==> config.mk <==
export PLATFORM = sky130hd
export DESIGN_NAME = fetch_unit_flat
export DESIGN_NICKNAME = d
export VERILOG_FILES = /design/src/rtl/fetch_unit_if.sv /design/src/rtl/fetch_unit.sv /design/src/flat_wrapper.sv
export SDC_FILE = /design/constraint.sdc
export NUM_CORES = 1
export LEC_CHECK = 0
export CAP_MARGIN = 20
export CORE_MARGIN = 4
export CORE_UTILIZATION = 53
export DETAILED_ROUTE_END_ITERATION = 8
export GPL_ROUTABILITY_DRIVEN = 0
export HOLD_SLACK_MARGIN = 0.02
export PLACE_DENSITY = 0.9
export SYNTH_ARGS = -nofsm -noshare
export SYNTH_HDL_FRONTEND = slang
export SYNTH_SLANG_ARGS = --single-unit
==> constraint.sdc <==
create_clock -name clk -period 3.2 [get_ports clk]
set_clock_uncertainty 0.05 [all_clocks]
set_input_delay 0.64 -clock clk [delete_from_list [all_inputs] [get_ports clk]]
set_output_delay 0.64 -clock clk [all_outputs]
set_load 0.01 [all_outputs]
**Cells by drive strength**

Scale: 3 px per um.
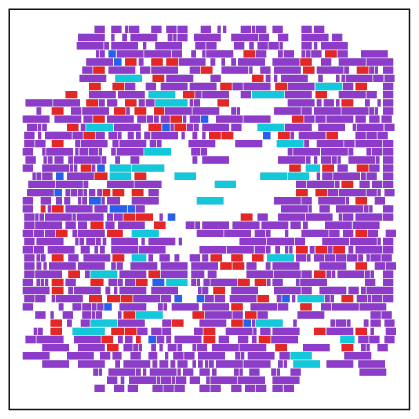
- blue: x3 and x4 (cells 19)
- purple: x1 and smaller (cells 667)
- cyan: x6 and larger (cells 31)
- red: x2 (cells 110)
number of non-clock buffers: 161
fin area: 10500 um2
smallest setup slack after layout: 222 ps
area added between synthesis and finish: 27.2%

**Met3 routing**

Scale: 4 px per um.
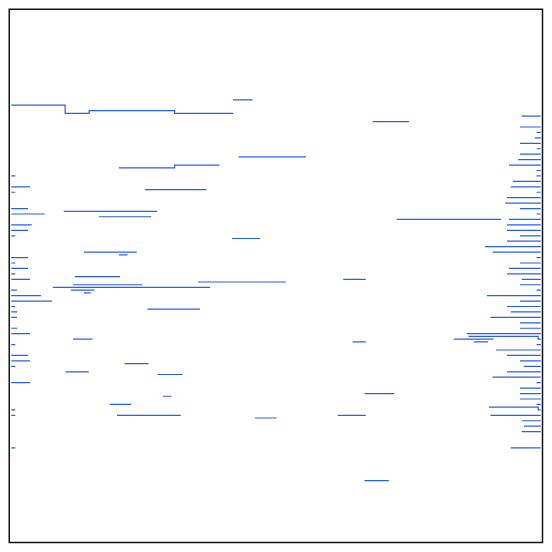
- longest straight run: 39.1 um
- share of all routed wire: 5.0%
- main direction: horizontal
- wire length on this layer: 864 um
- nets with wire on the layer: 109
final wirelength: 17.3 mm
vias: 5597
met3 Resource Use GR: 4.26%

**Placement by cell class**

Scale: 3 px per um. Fill, decap, tap and diode cells in gray.
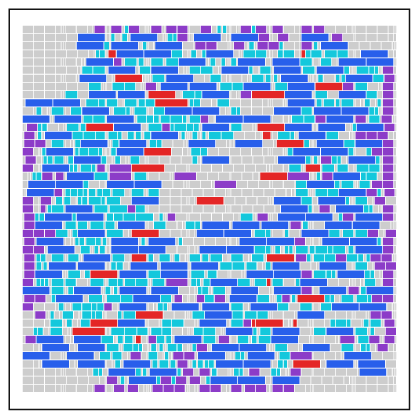
- purple: remaining buffers and delay cells (cells 161; share of their area 16%)
- blue: registers (cells 187; share of their area 46%)
- red: clock drivers and dummy loads (cells 30; share of their area 5.9%)
- cyan: remaining logic cells (cells 449; share of their area 32%)
number of rows created at floorplan: 45
final core utilization: 69.0%
fraction of area in registers: 44.5%
Placeable Area: 15300 um2

**Congestion heat map**

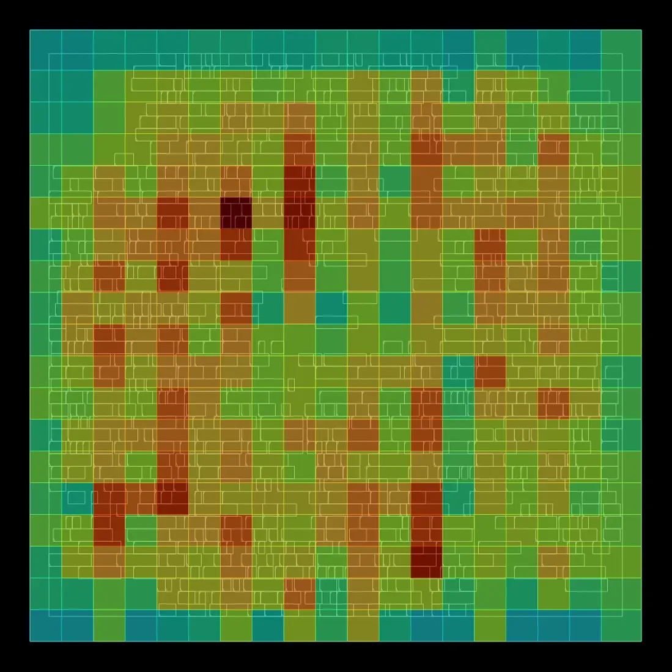
DR WL/cell: 16.7 um
overall track demand over capacity in global routing: 20.4%
met2 GRT Util: 32.8%

**Gate-type map**

Scale: 3 px per um.
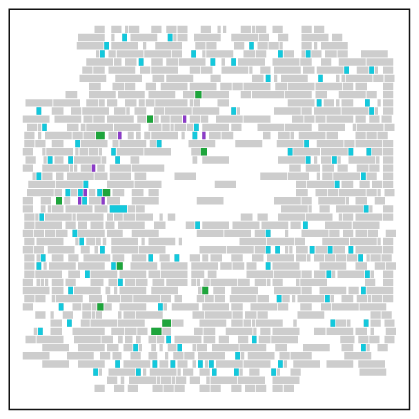
- green: and/or cells (cells 11)
- cyan: aoi and oai cells (cells 95; where all over the die)
- purple: inv cells (cells 7; where left middle)
combinational share of cell area: 31.4%
most frequently placed logic cell in the final layout: sky130_fd_sc_hd__dfrtp_1
number of cells in the finished layout apart from fillers: 1038

==> reports/results.env <==
SYNTH-CELLS-YOSYS=691
CTS.REPAIR.RESIZED=0
WORSTSKEWPAIRLATENCY_PS=420
DIEWIDTH_UM=133
REPORTED_COMBINATIONAL_GROUP_POWER_mW=1.95
POST_ROUTE_FRACTION_OF_THE_PERIOD_CONSUMED_BY_THE_CRITICAL_PATH_PCT=93.1
POWER.DENSITY_CELL_AREA_nW_PER_UM2=732
POST_SYNTH_TOP_CELLS='187 x sky130_fd_sc_hd__dfrtp_1, 96 x sky130_fd_sc_hd__mux2_2, 67 x sky130_fd_sc_hd__a21oi_1'
DIODES=0
FP_UTIL_PCT=54.2
CHIP_AREA_YOSYS_UM2=8270
FINALHOLDVIOLATIONS=0
OUTCOME='finished clean'
DETAILED_PLACE.AREA_UM2=9920
CLOCK_POWER_SHARE_PCT=28.4
REQUIRED_TIME_OF_THE_CRITICAL_PATH_PS=3450
ENDPOINT_KIND_OF_THE_WORST_SETUP_TIMING_PATH='flip-flop'
DP_SLACK_PS=-181
CELL_TYPE_OF_THE_SLOWEST_STAGE_ON_THE_WORST_TIMING_PATH='sky130_fd_sc_hd__clkdlybuf4s50_1'
RELSLEWSLACK_PCT=48.3
WORST-ENDPOINT-ARRIVAL_PS=3230
SWSHARE_PCT=27.0
START_KIND='input port'
CLOCK_TREE_FROM_TRITONCTS='yes'
POST_SYNTH_AO_OA_AREA_FRACTION_PCT=6.11
DRC=0
SYN-CELL-AREA_UM2=8270
CTS_MADE_BUFFERS=17
NUMCLOCKSINKS=187
PLACEMENT.IO_BUFFERS=140
POST_SYNTH_XOR_AREA_FRACTION_PCT=3.07
FINALCRITICALPERIOD_PS=2980
CTS_STAGE_HOLD_BUFFER_COUNT=0
POWER_LEADER='sequential cells'
GRT_PASS1_VIAS=5811
MUX_AREA_SHARE_PCT=20.7
COMB_POWER_SHARE_PCT=25.3
CTS_HTREE_LEVELS=4
POWER_SWITCHING_mW=2.08
POSTSYNTHSEQSHARE_PCT=56.6
SYNTHADDERAREAFRAC_PCT=0.454
CTS_POST_SETUP_BUFFERS_INSERTED=0
MAX-CLOCK-PATH-BUFFERS=2
SEQ_PWR_mW=3.57
YS_ASYNC_SR_FRACTION_PCT=100
VIAS_PER_CELL=5.39
TIMING.SETUP.CRITICAL_PATH_CLASS='input port to flip-flop'
MAX-CAP-VIOLATIONS=0
SYNTH.AVG_CELL_AREA_UM2=12.0
TIMING.SETUP.TNS_PS=0
DR.PASS1.ITERS=7
SETUP_VIOL=0
SYNTH_CELL_TYPE_COUNT=39
CRIT_CHAIN='clkdlybuf4s50_1, and2_1, ha_1, inv_1, ha_1, a21oi_4, mux2_2, nor4_1, xor2_1, mux2_2'
GRT_PASS1_WL_MM=29.3
TOP_CELLS_BY_AREA='sky130_fd_sc_hd__dfrtp_1 57%, sky130_fd_sc_hd__mux2_2 13%, sky130_fd_sc_hd__mux2i_1 7.6%'
SYNTH.MOST_COMMON_CELL='sky130_fd_sc_hd__dfrtp_1'
ANTENNA_VIOLATIONS_BEFORE_REPAIR=0
SYNTHDOMINANTCELLAREASHARE_PCT=56.6
POST_SYNTH_INST_COUNT=691
DRV_SLEW=0
WORSTMARGINPINSLEW_PS=773
SYNTH.COMB.LARGEST_FAMILY='multiplexers'
ROOT_BUFFER='sky130_fd_sc_hd__clkbuf_16'
SYNTH_TOP_FLOP_CELL='sky130_fd_sc_hd__dfrtp_1'
WARNING_COUNT=28
GRT_START_MAX_NET_PINS=80
CP_SLOWEST_STAGE_DELAY_PS=480
POST_ROUTE_CELLS_DRIVE_ABOVE_1_SHARE_PCT=19.3
SYNTH_FLOPS=187
CP.DEPTH=10
through the flow:
step	hold slack [ps]	std cells
4_1_cts	220	1038
2_1_floorplan	294	692
6_report	212	1038
5_1_grt	245	1038
3_3_place_gp	435	1008
3_5_place_dp	442	1008
metal layers:
metal | vias up | share of wire, % | global-route usage, %
li1 | 2644 | - | -
met4 | 0 | 0.66 | 5.14
met2 | 147 | 48 | 32.8
met5 | - | 0 | 0
met3 | 12 | 5.0 | 4.26
met1 | 2794 | 46 | 28.6
area by class of cell:
cell class	count	area, um2
Clock buffer	23	468
Tap cell	211	264
Timing Repair Buffer	161	1650
Inverter	7	26.3
Clock inverter	7	140
Fill cell	1094	4730
Multi-Input combinational cell	442	3300
Sequential cell	187	4680
